flops_by_reg.png
Bar = 100 µm. Other sequential cells in the stronger gray, the rest of the logic in the fainter gray.
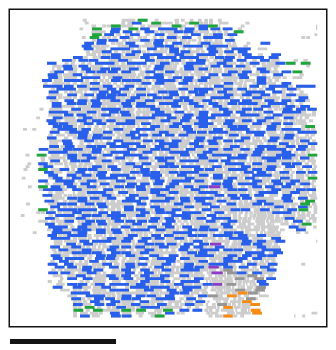
clocks.png
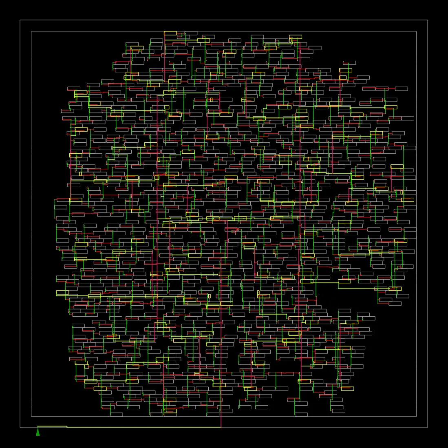
clk_routes.png
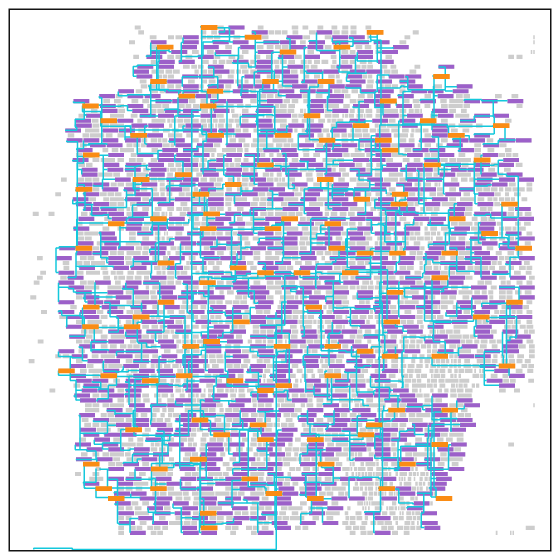
--- config.mk ---
export PLATFORM = sky130hd
export DESIGN_NAME = ft_recovery_seq
export DESIGN_NICKNAME = d
export VERILOG_FILES = /design/src/rtl/ft_recovery_seq.sv
export SDC_FILE = /design/constraint.sdc
export NUM_CORES = 2
export LEC_CHECK = 0
export CORE_MARGIN = 8
export CORE_UTILIZATION = 60
export CTS_CLUSTER_SIZE = 10
export DETAILED_ROUTE_END_ITERATION = 7
export PLACE_DENSITY = 0.88
export SLEW_MARGIN = 10
export SYNTH_ARGS = -nofsm -noshare
export SYNTH_HDL_FRONTEND = slang
export SYNTH_SLANG_ARGS = --single-unit
--- constraint.sdc ---
create_clock -name clk_i -period 5.9 [get_ports clk_i]
set_input_delay 1.18 -clock clk_i [delete_from_list [all_inputs] [get_ports clk_i]]
set_output_delay 1.18 -clock clk_i [all_outputs]
set_load 0.02 [all_outputs]
--- src/rtl/ft_recovery_seq.sv ---
// ---------------------------------------------------------------------------
// ft_recovery_seq
//
// Recovery sequencer for the dual-core lockstep SoC. It sits downstream of
// the lockstep comparator and keeps a shadow checkpoint of x1..x31, built
// from the committed regfile writes of core 0. When the comparator reports
// a mismatch, it halts both cores and writes every GPR plus the checkpoint
// NPC into both cores through their debug ports. Each core has its own
// request/grant handshake. When the writes are done, it resumes the cores.
//
// Ports
//   clk_i, rst_ni          clock, asynchronous active-low reset
//   rf_we_i/waddr_i/wdata_i core 0 committed regfile write port
//   pc_i                   core 0 instruction address (checkpoint PC)
//   error_i                comparator mismatch pulse
//   debug_halt_o           1-cycle halt request to both cores
//   debug_resume_o         1-cycle resume request to both cores
//   debug_req_k_o          per-core debug write request
//   debug_gnt_k_i          per-core debug write grant
//   debug_halted_k_i       per-core halted status
//   debug_we_o/addr_o/wdata_o shared debug write beat
//   busy_o                 sequencer not idle
//   timeout_o              sticky: cores never reported halted
//   recover_cnt_o          completed recoveries, saturating at 255
// ---------------------------------------------------------------------------
module ft_recovery_seq #(
    parameter logic [14:0] DBG_GPR_BASE = 15'h0400,
    parameter logic [14:0] DBG_NPC_ADDR = 15'h2000,
    parameter int unsigned HALT_TIMEOUT = 255
) (
    input  logic        clk_i,
    input  logic        rst_ni,
    input  logic        rf_we_i,
    input  logic [4:0]  rf_waddr_i,
    input  logic [31:0] rf_wdata_i,
    input  logic [31:0] pc_i,
    input  logic        error_i,
    output logic        debug_halt_o,
    output logic        debug_resume_o,
    output logic        debug_req_0_o,
    output logic        debug_req_1_o,
    input  logic        debug_gnt_0_i,
    input  logic        debug_gnt_1_i,
    input  logic        debug_halted_0_i,
    input  logic        debug_halted_1_i,
    output logic        debug_we_o,
    output logic [14:0] debug_addr_o,
    output logic [31:0] debug_wdata_o,
    output logic        busy_o,
    output logic        timeout_o,
    output logic [7:0]  recover_cnt_o
);

    localparam logic [2:0] ST_IDLE      = 3'd0;
    localparam logic [2:0] ST_HALT      = 3'd1;
    localparam logic [2:0] ST_WAIT_HALT = 3'd2;
    localparam logic [2:0] ST_WR_GPR    = 3'd3;
    localparam logic [2:0] ST_WR_NPC    = 3'd4;
    localparam logic [2:0] ST_RESUME    = 3'd5;
    localparam logic [2:0] ST_FAIL      = 3'd6;

    localparam logic [7:0] TMO_LAST = 8'(HALT_TIMEOUT - 1);

    logic [2:0]  state_q, state_d;
    logic [4:0]  idx_q, idx_d;
    logic [7:0]  tmo_cnt_q, tmo_cnt_d;
    logic        done_0_q, done_0_d;
    logic        done_1_q, done_1_d;
    logic [31:0] ckpt_pc_q, ckpt_pc_d;
    logic [7:0]  recover_cnt_q, recover_cnt_d;
    logic [31:0] shadow_q [1:31];
    logic [31:0] shadow_d [1:31];

    logic in_beat;
    logic beat_done;

    assign in_beat = (state_q == ST_WR_GPR) || (state_q == ST_WR_NPC);

    // A core counts as finished with this beat if it accepted earlier
    // (done flag) or is granting right now while its request is high.
    assign beat_done = in_beat && (done_0_q || debug_gnt_0_i)
                               && (done_1_q || debug_gnt_1_i);

    // Shadow checkpoint. It is only built while idle. A write that coincides
    // with the mismatch pulse may be the faulty result, so it is dropped.
    always_comb begin
        for (int i = 1; i < 32; i++) begin
            shadow_d[i] = shadow_q[i];
        end
        if ((state_q == ST_IDLE) && rf_we_i && (rf_waddr_i != 5'd0) && !error_i) begin
            shadow_d[rf_waddr_i] = rf_wdata_i;
        end
    end

    always_comb begin
        state_d       = state_q;
        idx_d         = idx_q;
        tmo_cnt_d     = tmo_cnt_q;
        done_0_d      = done_0_q;
        done_1_d      = done_1_q;
        ckpt_pc_d     = ckpt_pc_q;
        recover_cnt_d = recover_cnt_q;

        case (state_q)
            ST_IDLE: begin
                if (error_i) begin
                    state_d   = ST_HALT;
                    ckpt_pc_d = pc_i;
                end
            end
            ST_HALT: begin
                tmo_cnt_d = 8'd0;
                state_d   = ST_WAIT_HALT;
            end
            ST_WAIT_HALT: begin
                tmo_cnt_d = tmo_cnt_q + 8'd1;
                if (debug_halted_0_i && debug_halted_1_i) begin
                    state_d  = ST_WR_GPR;
                    idx_d    = 5'd1;
                    done_0_d = 1'b0;
                    done_1_d = 1'b0;
                end else if (tmo_cnt_q == TMO_LAST) begin
                    state_d = ST_FAIL;
                end
            end
            ST_WR_GPR, ST_WR_NPC: begin
                if (beat_done) begin
                    done_0_d = 1'b0;
                    done_1_d = 1'b0;
                    if (state_q == ST_WR_NPC) begin
                        state_d = ST_RESUME;
                    end else if (idx_q == 5'd31) begin
                        state_d = ST_WR_NPC;
                    end else begin
                        idx_d = idx_q + 5'd1;
                    end
                end else begin
                    done_0_d = done_0_q || debug_gnt_0_i;
                    done_1_d = done_1_q || debug_gnt_1_i;
                end
            end
            ST_RESUME: begin
                if (recover_cnt_q != 8'hFF) begin
                    recover_cnt_d = recover_cnt_q + 8'd1;
                end
                state_d = ST_IDLE;
            end
            ST_FAIL: begin
                state_d = ST_FAIL;
            end
            default: begin
                state_d = ST_IDLE;
            end
        endcase
    end

    always_ff @(posedge clk_i or negedge rst_ni) begin
        if (!rst_ni) begin
            state_q       <= ST_IDLE;
            idx_q         <= 5'd0;
            tmo_cnt_q     <= 8'd0;
            done_0_q      <= 1'b0;
            done_1_q      <= 1'b0;
            ckpt_pc_q     <= 32'd0;
            recover_cnt_q <= 8'd0;
            for (int i = 1; i < 32; i++) begin
                shadow_q[i] <= 32'd0;
            end
        end else begin
            state_q       <= state_d;
            idx_q         <= idx_d;
            tmo_cnt_q     <= tmo_cnt_d;
            done_0_q      <= done_0_d;
            done_1_q      <= done_1_d;
            ckpt_pc_q     <= ckpt_pc_d;
            recover_cnt_q <= recover_cnt_d;
            for (int i = 1; i < 32; i++) begin
                shadow_q[i] <= shadow_d[i];
            end
        end
    end

    // All outputs decode straight from the registered state. An
    // asynchronous reset therefore drops them immediately.
    always_comb begin
        debug_addr_o  = 15'd0;
        debug_wdata_o = 32'd0;
        if (state_q == ST_WR_GPR) begin
            debug_addr_o  = DBG_GPR_BASE + {8'd0, idx_q, 2'b00};
            debug_wdata_o = shadow_q[idx_q];
        end else if (state_q == ST_WR_NPC) begin
            debug_addr_o  = DBG_NPC_ADDR;
            debug_wdata_o = ckpt_pc_q;
        end
    end

    assign debug_we_o     = in_beat;
    assign debug_req_0_o  = in_beat && !done_0_q;
    assign debug_req_1_o  = in_beat && !done_1_q;
    assign debug_halt_o   = (state_q == ST_HALT);
    assign debug_resume_o = (state_q == ST_RESUME);
    assign busy_o         = (state_q != ST_IDLE);
    assign timeout_o      = (state_q == ST_FAIL);
    assign recover_cnt_o  = recover_cnt_q;

endmodule

==> metrics.yaml <==
power_and_ir_drop:
  ir_drop_mv: 0.279
  power_frac_comb_pct: 23.5
  finalPower_w: 0.0195
detailed_routing:
  drt_first_pass_iters: 5
  wirelength_um: 125000
  route.detailed.wl_per_inst_um: 28.5
  drtAntennaViolNets: 0
  drcViolationCount: 0
synth:
  area_leaders: "dfrtp_1 (55%), mux2_2 (23%), mux2i_1 (6.0%)"
  ys_sh_simple_pct: 2.65
  top_logic_kind: "multiplexers"
  ys_chip_area_um2: 48200
  async_flop_share_pct: 100
  fa_ha_area_share_pct: 0.130
  syn-cell-area_um2: 48200
  ys_dominant_reg_cell: "dfrtp_1"
  syn_area_per_cell_um2: 14.6
  synthDistinctLibCells: 56
worst_setup_path:
  r2r_slack_ns: 2.27
  cp_slowest_stage_delay_ns: 0.90
  reg2reg_from: "state_q[0]$_DFFE_PN0P_"
clock_tree:
  cts_max_path_buffers: 3
  cts_tree: "built"
  cts_resized: 0
  cts_max_level: 3
  postCtsSetupBuffers: 0
run_status:
  status: "complete, no violations"
final_timing:
  maxSlewViolCount: 0
  hold_violations: 0
  finalWorstSetupSlack_ns: 0.449
placement:
  place_hpwl_um: 70800
  io_buffers: 130
grt:
  grt-ovfl-total: 0
  grt_antenna_before_repair: 3
  grt_pass1_wl_um: 192000
finish:
  nets: 3387
flow_run:
  maxCapViolCount: 0
## Picture notes: flops_by_reg.png
Purple marks idx_q, placed flops 5. Orange marks recover_cnt_o, placed flops 8, where bottom right. Green marks ckpt_pc_q, placed flops 32, where widely spread. Blue marks shadow_q, placed flops 992, where widely spread.
Seq/total area: 49.1%
post-layout util: 66.9%
sequential power: 0.00863 W
sequential cell area: 26300 µm²

## Picture notes: clocks.png
CTS Buf Count: 116
CTS sink count: 1050
clock group power: 0.00627 W

## Picture notes: clk_routes.png
Orange marks clock drivers, count 116. Cyan marks clock wires, length 11900 µm. Purple marks flip-flops, count 1050.
Position of the flops: widely spread. There are 117 routed clock nets.
clk latency late pin: 0.70 ns
part of the power in the clock network: 32.2%

## cells in the mapped netlist (all sizes together) (5+ instances only)
master,count
a22oi,64
dfrtp,1050
o22ai,33
nor2b,6
nand2b,10
nor2,55
buf,146
nand2,27
nor3,10
ha,5
mux2i,288
nand3,8
mux4,128
and3,36
inv,8
clkbuf,178
o41ai,32
o221ai,32
a21oi,8
and2,42
o21ai,17
a32oi,32
mux2,1026
nand4,7
## flip-flops by register name, summed over array words and instances, names as in the netlist
signal and cells:
done_1_q 1, tmo_cnt_q 8, shadow_q 992, state_q 3, idx_q 5, done_0_q 1, ckpt_pc_q 32, recover_cnt_o 8
## critical path, delay by kind of cell (launching register included)
kind	cells	cell delay, ns
DFF	1	0.90
and+or+nand+nor	1	0.75
AOI/OAI and AO/OA	3	0.90
buffers and inverters	2	0.98
## power groups by stage
stage	Clock, W	Combinational, W	Sequential [W]
final	0.00627	0.00457	0.00863
after detailed placement	0	0.00453	0.00871
after global placement	0	0.00445	0.00866
after global routing	0.00662	0.00483	0.00870
after CTS	0.00633	0.00457	0.00861
after floorplan	0	0.00330	0.00833
## cells by family (layout without fill, tap and decap cells)
kind of cell               Yosys count  after routing
AOI/OAI and AO/OA                  234            234
xor gates and xnor gates             7              7
adders and majority gates            5              5
buffers and inverters              332            356
DFF                               1050           1050
muxes                             1442           1442
other                                1             11
and+or+nand+nor                    220            220
## layer usage
metal / vias to the layer above / routed length (µm) / track usage, % / share of wire [%]
li1: 12100 / - / - / -
met1: 15800 / 49600 / 36.8 / 40
met2: 1281 / 60000 / 43.9 / 48
met3: 319 / 10000 / 6.22 / 8.0
met4: 0 / 5170 / 11.8 / 4.1
met5: - / 0 / 0 / 0
## layout make-up
class                      count  share of cell area [%]
multi-input combinational   1916                    38.6
timing repair buffer         213                    3.95
clock buffer                 127                    5.57
tap                         1060                    2.48
sequential                  1050                    49.1
clock inverter                 8                   0.224
inverter                       8                  0.0561
antenna                        3                  0.0140
## stage by stage
step           area [µm²]  hold WS, ns  instances
2_1_floorplan       48200        0.442       3298
3_3_place_gp        50400        0.463       4247
3_5_place_dp        50400        0.474       4247
4_1_cts             53600        0.485       4382
5_1_grt             53600        0.497       4382
6_report            53600        0.485       4385
## worst max path at each step
stage / from / end / slack, ns / depth (start not counted)
2_1_floorplan: idx_q[0]$_DFFE_PN0P_ / debug_wdata_o[23] / 2.56 / 8
3_3_place_gp: state_q[1]$_DFFE_PN0P_ / debug_wdata_o[22] / 1.04 / 6
3_5_place_dp: idx_q[1]$_DFFE_PN0P_ / debug_wdata_o[19] / 1.27 / 6
4_1_cts: idx_q[1]$_DFFE_PN0P_ / debug_wdata_o[19] / 0.51 / 6
5_1_grt: idx_q[0]$_DFFE_PN0P_ / debug_wdata_o[18] / 0.39 / 7
6_report: idx_q[1]$_DFFE_PN0P_ / debug_wdata_o[19] / 0.45 / 6
Power figures rest on the tool's default switching activity, not on a simulated workload.
